--- src/rtl/pwm_light_pkg.sv ---
// Shared mode encoding and default sizing for the PWM light controller.
package pwm_light_pkg;

    typedef enum logic [1:0] {
        MODE_OFF    = 2'd0,
        MODE_MANUAL = 2'd1,
        MODE_FADE   = 2'd2,
        MODE_BAD    = 2'd3
    } mode_e;

    localparam int DUTY_W_DEF = 8;
    localparam int STEP_DEF   = 32;

endpackage

--- src/rtl/pwm_light_ctrl_pwm_gen.sv ---
// PWM generator: prescaler, period counter and a shadow duty reloaded only at wrap.
// Build option PWM_LIGHT_GAMMA_EN applies a (d*d)>>DUTY_W curve to the shadow load.
module pwm_gen
    import pwm_light_pkg::*;
#(
    parameter int DUTY_W  = DUTY_W_DEF,
    parameter int PWM_DIV = 4
) (
    input  logic              i_clk,
    input  logic              i_reset,
    input  logic [DUTY_W-1:0] duty,
    output logic              pwm,
    output logic              period_start
);

    localparam int PRE_W = (PWM_DIV > 1) ? $clog2(PWM_DIV) : 1;
    localparam logic [PRE_W-1:0] PRE_LAST = PRE_W'(PWM_DIV - 1);

    logic [PRE_W-1:0]  prescale;
    logic [DUTY_W-1:0] counter;
    logic [DUTY_W-1:0] shadow;
    logic [DUTY_W-1:0] duty_load;
    logic              tick;
    logic              wrap;

    assign tick = (prescale == PRE_LAST);
    assign wrap = tick && (counter == '1);

`ifdef PWM_LIGHT_GAMMA_EN
    logic [2*DUTY_W-1:0] duty_sq;
    assign duty_sq   = {{DUTY_W{1'b0}}, duty} * {{DUTY_W{1'b0}}, duty};
    assign duty_load = DUTY_W'(duty_sq >> DUTY_W);
`else
    assign duty_load = duty;
`endif

    // Shadow only changes as the counter returns to 0, so a period is never cut short.
    always_ff @(posedge i_clk) begin
        if (i_reset) begin
            prescale     <= '0;
            counter      <= '0;
            shadow       <= '0;
            pwm          <= 1'b0;
            period_start <= 1'b0;
        end else begin
            prescale     <= tick ? '0 : prescale + 1'b1;
            if (tick) begin
                counter <= counter + 1'b1;
            end
            if (wrap) begin
                shadow <= duty_load;
            end
            period_start <= wrap;
            pwm          <= (counter < shadow);
        end
    end

endmodule

--- src/rtl/pwm_light_ctrl.sv ---
// Mode/brightness controller (OFF, MANUAL, FADE) feeding pwm_gen.
// Optional build macro: PWM_LIGHT_GAMMA_EN (gamma-corrected shadow duty inside pwm_gen).
module pwm_light_ctrl
    import pwm_light_pkg::*;
#(
    parameter int DUTY_W        = DUTY_W_DEF,
    parameter int PWM_DIV       = 4,
    parameter int STEP          = STEP_DEF,
    parameter int DEFAULT_LEVEL = 128,
    parameter int FADE_TICK     = 100_000
) (
    input  logic              i_clk,
    input  logic              i_reset,
    input  logic              i_btn_up,
    input  logic              i_btn_down,
    input  logic              i_btn_mode,
    output logic              o_pwm,
    output logic [DUTY_W-1:0] o_duty,
    output logic [1:0]        o_mode,
    output logic              o_period_start
);

    localparam int FT_W = (FADE_TICK > 1) ? $clog2(FADE_TICK) : 1;
    localparam logic [FT_W-1:0]   FT_LAST   = FT_W'(FADE_TICK - 1);
    localparam logic [DUTY_W-1:0] MAX_LEVEL = '1;

    mode_e             mode;
    logic [DUTY_W-1:0] level;
    logic [DUTY_W-1:0] fade_val;
    logic              fade_down;
    logic [FT_W-1:0]   fade_cnt;
    logic [DUTY_W:0]   level_up;
    logic [DUTY_W:0]   level_dn;
    logic [DUTY_W-1:0] level_inc;
    logic [DUTY_W-1:0] level_dec;

    // One extra bit catches overflow/borrow so the level saturates instead of wrapping.
    assign level_up = {1'b0, level} + (DUTY_W + 1)'(STEP);
    assign level_dn = {1'b0, level} - (DUTY_W + 1)'(STEP);

    always_comb begin
        level_inc = level_up[DUTY_W] ? MAX_LEVEL : level_up[DUTY_W-1:0];
        level_dec = level_dn[DUTY_W] ? '0 : level_dn[DUTY_W-1:0];
    end

    always_ff @(posedge i_clk) begin
        if (i_reset) begin
            mode      <= MODE_OFF;
            level     <= DUTY_W'(DEFAULT_LEVEL);
            fade_val  <= '0;
            fade_down <= 1'b0;
            fade_cnt  <= '0;
        end else if (i_btn_mode) begin
            case (mode)
                MODE_OFF:    mode <= MODE_MANUAL;
                MODE_MANUAL: begin
                    mode      <= MODE_FADE;
                    fade_val  <= level;
                    fade_down <= 1'b0;
                    fade_cnt  <= '0;
                end
                default:     mode <= MODE_OFF;
            endcase
        end else begin
            case (mode)
                MODE_MANUAL: begin
                    if (i_btn_up && !i_btn_down) begin
                        level <= level_inc;
                    end else if (i_btn_down && !i_btn_up) begin
                        level <= level_dec;
                    end
                end
                MODE_FADE: begin
                    // Reaching an endpoint spends one tick turning around, so it is held one tick.
                    if (fade_cnt == FT_LAST) begin
                        fade_cnt <= '0;
                        if (!fade_down) begin
                            if (fade_val == MAX_LEVEL) fade_down <= 1'b1;
                            else                       fade_val  <= fade_val + 1'b1;
                        end else begin
                            if (fade_val == '0) fade_down <= 1'b0;
                            else                fade_val  <= fade_val - 1'b1;
                        end
                    end else begin
                        fade_cnt <= fade_cnt + 1'b1;
                    end
                end
                MODE_BAD:    mode <= MODE_OFF;
                default:     ;
            endcase
        end
    end

    always_comb begin
        case (mode)
            MODE_MANUAL: o_duty = level;
            MODE_FADE:   o_duty = fade_val;
            default:     o_duty = '0;
        endcase
    end

    assign o_mode = mode;

    pwm_gen #(
        .DUTY_W  (DUTY_W),
        .PWM_DIV (PWM_DIV)
    ) u_pwm_gen (
        .i_clk        (i_clk),
        .i_reset      (i_reset),
        .duty         (o_duty),
        .pwm          (o_pwm),
        .period_start (o_period_start)
    );

endmodule

--- config.mk ---
export PLATFORM = sky130hd
export DESIGN_NAME = pwm_light_ctrl
export DESIGN_NICKNAME = d
export VERILOG_FILES = /design/src/rtl/pwm_light_pkg.sv /design/src/rtl/pwm_light_ctrl_pwm_gen.sv /design/src/rtl/pwm_light_ctrl.sv
export SDC_FILE = /design/constraint.sdc
export NUM_CORES = 1
export LEC_CHECK = 0
export CORE_MARGIN = 2
export CORE_UTILIZATION = 55
export DETAILED_ROUTE_END_ITERATION = 7
export GPL_TIMING_DRIVEN = 0
export PLACE_DENSITY_LB_ADDON = 0.08
export SYNTH_ARGS = -nofsm -noshare
export SYNTH_HDL_FRONTEND = slang
export SYNTH_SLANG_ARGS = --single-unit
--- constraint.sdc ---
create_clock -name i_clk -period 4 [get_ports i_clk]
set_input_delay 0.6 -clock i_clk [delete_from_list [all_inputs] [get_ports i_clk]]
set_output_delay 0.6 -clock i_clk [all_outputs]
set_load 0.02 [all_outputs]
Figure 1. Selected gate families (run 1).
(6 px per µm)
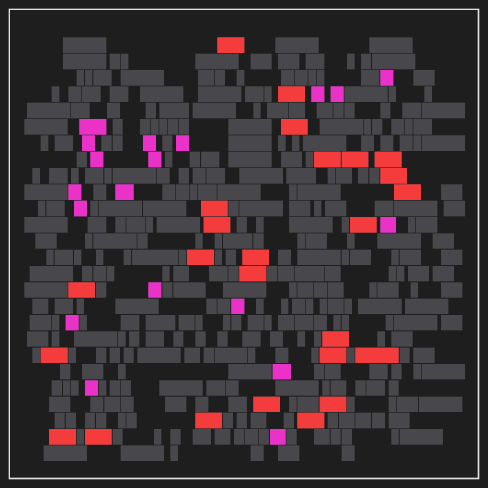
- magenta: and/or cells (cells 19)
- red: fa/ha/maj cells (cells 25)

Figure 2. Sizing map (run 1).
(6 px per µm)
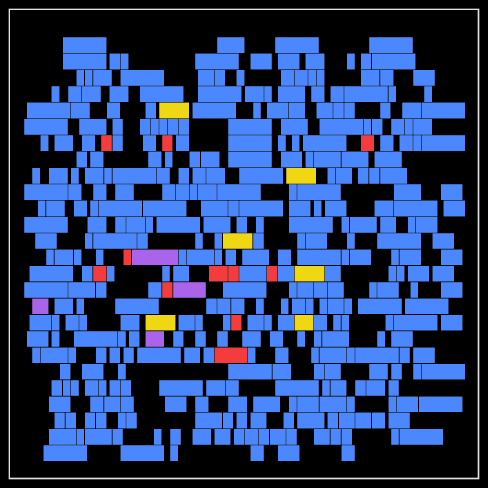
- red: _2 cells (cells 11; share 2.9%; most used buf_2)
- yellow: _6 and larger (cells 6; share 1.6%; most used clkbuf_8)
- purple: _3 and _4 cells (cells 4; share 1.1%)
- blue: _0 and _1 cells (cells 357; share 94%; most used dfxtp_1)

Figure 3. I/O nets highlighted (run 1).
(4 px per µm)
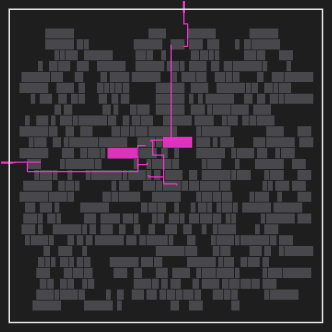
- magenta: o_mode (direction output; edge 1 top, 1 left; end cells 2; buffers 2; wire 115 µm)

==> impl_metrics.env, run 1 <==
# implementation run metrics
export IMPL_run_status="complete, no violations"
export IMPL_antenna_found_initial=0
export IMPL_mapped_cell_area_um2=3008
export IMPL_mapped_avg_cell_area_um2=8.449
export IMPL_wl_met1_um=3143
export IMPL_critical_path_required_ns=3.40
export IMPL_die_size_x_um=77.95
export IMPL_power_uw=931.0
export IMPL_finalClockPeriodUsage_pct=72.24
export IMPL_synth_yosys_seq_area_share_pct=34.61
export IMPL_p_sw_uw=243.9
export IMPL_initial_core_util_pct=57.79
export IMPL_hold_start="u_pwm_gen.prescale[0]"
export IMPL_cts_made_buffers=5
export IMPL_antennaDiodeCount=0
export IMPL_log_warning_count=31
export IMPL_setup_viol=0
export IMPL_fin_nets=407
export IMPL_maximum_number_of_pins_on_one_net_before_global_route_repair=18
export IMPL_finalHoldViolations=0
export IMPL_gr_total_overflow=0
export IMPL_timing_critical_path_from_type="flip-flop"
export IMPL_groute_layer_met1_usage_pct=29.22
export IMPL_synth_yosys_chip_area_um2=3008
export IMPL_synth_compound_gate_area_share_pct=15.85
export IMPL_resized_after_cts=0
export IMPL_busiest_layer="met2"
export IMPL_pwr_share_clk_pct=33.3
export IMPL_overall_global_routing_usage_pct=21.91
export IMPL_most_common_cell="dfxtp_1"
export IMPL_critical_path_cell_chain="inv_1 -> ha_1 -> buf_2 -> nand2_1 -> a21boi_0 -> clkdlybuf4s50_1"
export IMPL_r2r_end="fade_val[6]"
export IMPL_adder_share_pct=10.65
export IMPL_top_layer="met4"
export IMPL_max_cap_viols=0
export IMPL_finalInstanceArea_um2=3327
export IMPL_holdCritPathClass="reg2reg"
export IMPL_clock_net_power_uw=310
export IMPL_coreArea_um2=5205
export IMPL_yosys_register_bits=52
export IMPL_power_combinational_uw=86.8
## run 1: cell type report
| cell class | count | area (µm²) |
|---|---|---|
| tap | 70 | 87.58 |
| inverter | 19 | 71.32 |
| sequential | 52 | 1041 |
| timing repair buffer | 14 | 140.1 |
| fill | 485 | 1878 |
| clock buffer | 5 | 68.82 |
| buffer | 17 | 73.82 |
| multi-input combinational | 268 | 1822 |
| clock inverter | 3 | 22.52 |
## run 1: registers in the layout, indices dropped and copies added (netlist names)
signal                  count
fade_cnt                   17
fade_down                   1
fade_val                    8
level                       4
o_mode                      2
u_pwm_gen.counter           8
u_pwm_gen.period_start      1
u_pwm_gen.prescale          2
u_pwm_gen.pwm               1
u_pwm_gen.shadow            8
Figure 4. Pin placement (run 1).
(6 px per µm) Pins as bars across the die edge, other pins in grey.
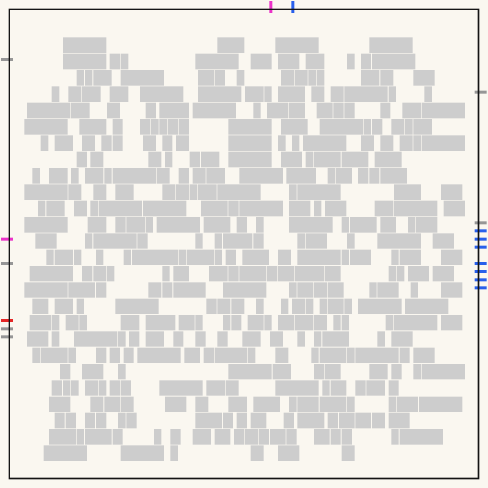

==> run 2: changes to the inputs <==
Settings changed: CORE_UTILIZATION 55 to 54.
Clock period 4 ns to 2.4 ns, I/O delays scaled along.
Figure 5. Pin placement (run 2).
(6 px per µm) Pins as bars across the die edge, other pins in grey.
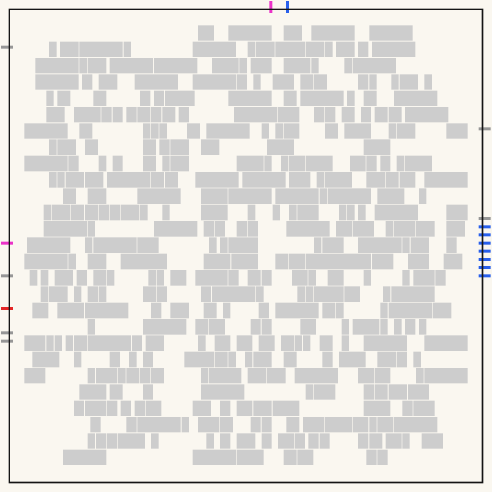
- magenta: o_mode (pins 2; direction output; edge 1 top, 1 left)
- red: i_btn_mode (pins 1; direction input; edge left)
- blue: o_duty (pins 8; direction output; edge 7 right, 1 top)

==> impl_metrics.env, run 2 <==
# implementation run metrics
export IMPL_number_of_cells_after_detailed_placement=442
export IMPL_run_status="complete, no violations"
export IMPL_critical_path_cell_chain="inv_1 -> ha_1 -> buf_2 -> nand2_1 -> a21boi_1 -> dlygate4sd2_1"
export IMPL_layout_non_clock_buffers=31
export IMPL_crit_path_max_incr_delay_ns=0.37
export IMPL_drtIter0Drc=143
export IMPL_synth_compound_gate_area_share_pct=15.85
export IMPL_timing_critical_path_from_type="flip-flop"
export IMPL_maximum_number_of_pins_on_one_net_before_global_route_repair=17
export IMPL_hold_start="u_pwm_gen.prescale[0]"
export IMPL_yosys_register_bits=52
export IMPL_antennaDiodeCount=0
export IMPL_coreArea_um2=5439
export IMPL_fillers=491
export IMPL_global_route_met2_usage_pct=36.84
export IMPL_largest_register_ffs=17
export IMPL_nMultiInputCombCells=268
export IMPL_layout_clock_buffers=6
export IMPL_synth_yosys_chip_area_um2=3008
export IMPL_finalInstanceArea_um2=3334
export IMPL_mapped_avg_cell_area_um2=8.449
export IMPL_final_nonclk_buf_share_pct=5.966
export IMPL_registers_top_by_ff_count="fade_cnt"
export IMPL_seqAreaFraction_pct=31.22
export IMPL_gr_total_overflow=0
export IMPL_finalClockPeriodUsage_pct=95.62
export IMPL_clk_share_pct=3.340
export IMPL_layout_cells_largest_class="logic gates"
export IMPL_critical_path_required_ns=2.04
export IMPL_adder_share_pct=10.65
export IMPL_n_tap_cell=72
export IMPL_cts_made_buffers=5
export IMPL_log_warning_count=32
export IMPL_r2r_end="fade_cnt[0]"
export IMPL_most_common_cell="dfxtp_1"
export IMPL_top_layer="met4"
export IMPL_fin_nets=407
export IMPL_resized_after_cts=10
export IMPL_layout_area_seq_um2=1041
export IMPL_flops=52
export IMPL_antenna_found_initial=0
export IMPL_power_uw=1652
export IMPL_reg2regPathDepth=10
export IMPL_die_size_x_um=78.64
export IMPL_number_of_pins_with_negative_max_slew_slack_in_the_final_report=0
export IMPL_wl_met1_um=3068
export IMPL_synth_yosys_seq_area_share_pct=34.61
export IMPL_inverters=19
export IMPL_comb_share_pct=54.63
export IMPL_overall_global_routing_usage_pct=22.42
-- run 2: netlist changes by cell type in the layout (fill, tap and decap cells not counted), sizes merged --
| cell | change |
|---|---|
| clkdlybuf4s50 | -8 |
| dlygate4sd2 | +6 |
| clkbuf | +4 |
| clkinv | -2 |
| buf | -1 |
| bufinv | +1 |
-- run 2: critical path: cells and delay by family, from the launching register on --
kind / cells / cell delay [ns]
adders and majority gates: 1 / 0.17
AOI/OAI and AO/OA: 1 / 0.26
DFF: 1 / 0.35
buffers and inverters: 3 / 0.69
and+or+nand+nor: 1 / 0.15
-- run 2: power breakdown --
part           switching [µW]  total (µW)  internal (µW)
combinational            87.0         146           58.9
clock                     302         617            316
sequential               12.5         889            877
total                     401        1650           1250
Figure 6. Placed standard cells (run 2).
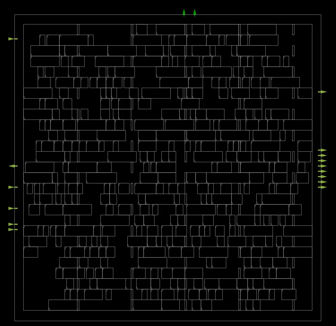

==> run 3: changes to the inputs <==
Settings changed: CTS_CLUSTER_DIAMETER set to 40.
Clock period 2.4 ns to 1.85 ns, I/O delays scaled along.
Figure 7. Placed standard cells (run 3).
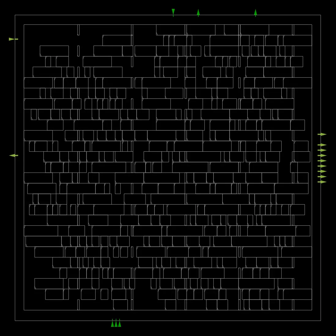
post-layout utilization of the core: 68.67%
core region area: 5439 µm²

==> impl_metrics.env, run 3 <==
# implementation run metrics
export IMPL_die_size_x_um=78.64
export IMPL_registers_top_by_ff_count="fade_cnt"
export IMPL_finalInstanceArea_um2=3735
export IMPL_run_status="complete, but fails checks"
export IMPL_seqAreaFraction_pct=28.58
export IMPL_mapped_avg_cell_area_um2=8.449
export IMPL_cts_made_buffers=5
export IMPL_top_layer="met4"
export IMPL_holdCritPathClass="in2reg"
export IMPL_fin_nets=419
export IMPL_multiInputGateArea_um2=2034
export IMPL_max_cap_viols=0
export IMPL_adder_share_pct=10.65
export IMPL_power_frac_comb_pct=12.0
export IMPL_mapped_cell_area_um2=3008
export IMPL_fin_ws_ns=-0.01837
export IMPL_synth_yosys_seq_area_share_pct=34.61
export IMPL_overall_global_routing_usage_pct=22.15
export IMPL_critical_path_cell_chain="inv_4 -> ha_4 -> buf_6 -> buf_4 -> a22oi_2 -> nor2b_2 -> buf_4"
export IMPL_share_seq_of_total_power_pct=54.3
export IMPL_antenna_found_initial=0
export IMPL_layout_non_clock_buffers=43
export IMPL_global_route_met2_usage_pct=36.84
export IMPL_wl_met1_um=3230
export IMPL_layout_clock_buffers=6
export IMPL_violations="setup timing"
export IMPL_clock_net_power_uw=718
export IMPL_resized_after_cts=75
export IMPL_critPathBufInv=4
export IMPL_chipHeight_um=78.64
export IMPL_antennaDiodeCount=0
export IMPL_inverters=19
export IMPL_power_uw=2131
export IMPL_comb_share_pct=54.47
export IMPL_timing_critical_path_from_type="flip-flop"
export IMPL_drtIter0Drc=103
export IMPL_setup_viol=4
export IMPL_pg_seq_uw=1160
export IMPL_fillers=437
export IMPL_critical_path_required_ns=1.57
export IMPL_final_nonclk_buf_share_pct=9.581
export IMPL_number_of_pins_with_negative_max_slew_slack_in_the_final_report=0
export IMPL_synth_compound_gate_area_share_pct=15.85
export IMPL_largest_register_ffs=17
export IMPL_log_warning_count=32
export IMPL_busiest_layer="met2"
export IMPL_power_switching_share_pct=24.85
export IMPL_finalHoldViolations=0
export IMPL_groute_layer_met1_usage_pct=29.28
export IMPL_layout_cells_largest_class="logic gates"
export IMPL_power_combinational_uw=255
export IMPL_nMultiInputCombCells=268
export IMPL_n_tap_cell=72
export IMPL_maximum_number_of_pins_on_one_net_before_global_route_repair=17
export IMPL_flops=52
[run 3: final timing paths]
check	to	slack [ns]	depth (start not counted)	start
setup reg to reg	fade_val[1]	-0.01	10	o_mode[0]
setup / recovery	o_duty[7]	-0.02	7	o_mode[1]
hold / removal	fade_cnt[16]	0.36	4	i_btn_mode
hold reg to reg	u_pwm_gen.prescale[0]	0.46	1	u_pwm_gen.prescale[0]
[run 3: stage by stage]
step / TNS (ns) / hold slack (ns) / instances
after floorplan: 0 / 0.4043 / 356
after global placement: -5.933 / 0.4158 / 442
after detailed placement: -6.768 / 0.4473 / 442
after CTS: 0 / 0.3439 / 458
after global routing: -0.9201 / 0.3712 / 462
final: -0.04228 / 0.3586 / 462
Power figures rest on the tool's default switching activity, not on a simulated workload.
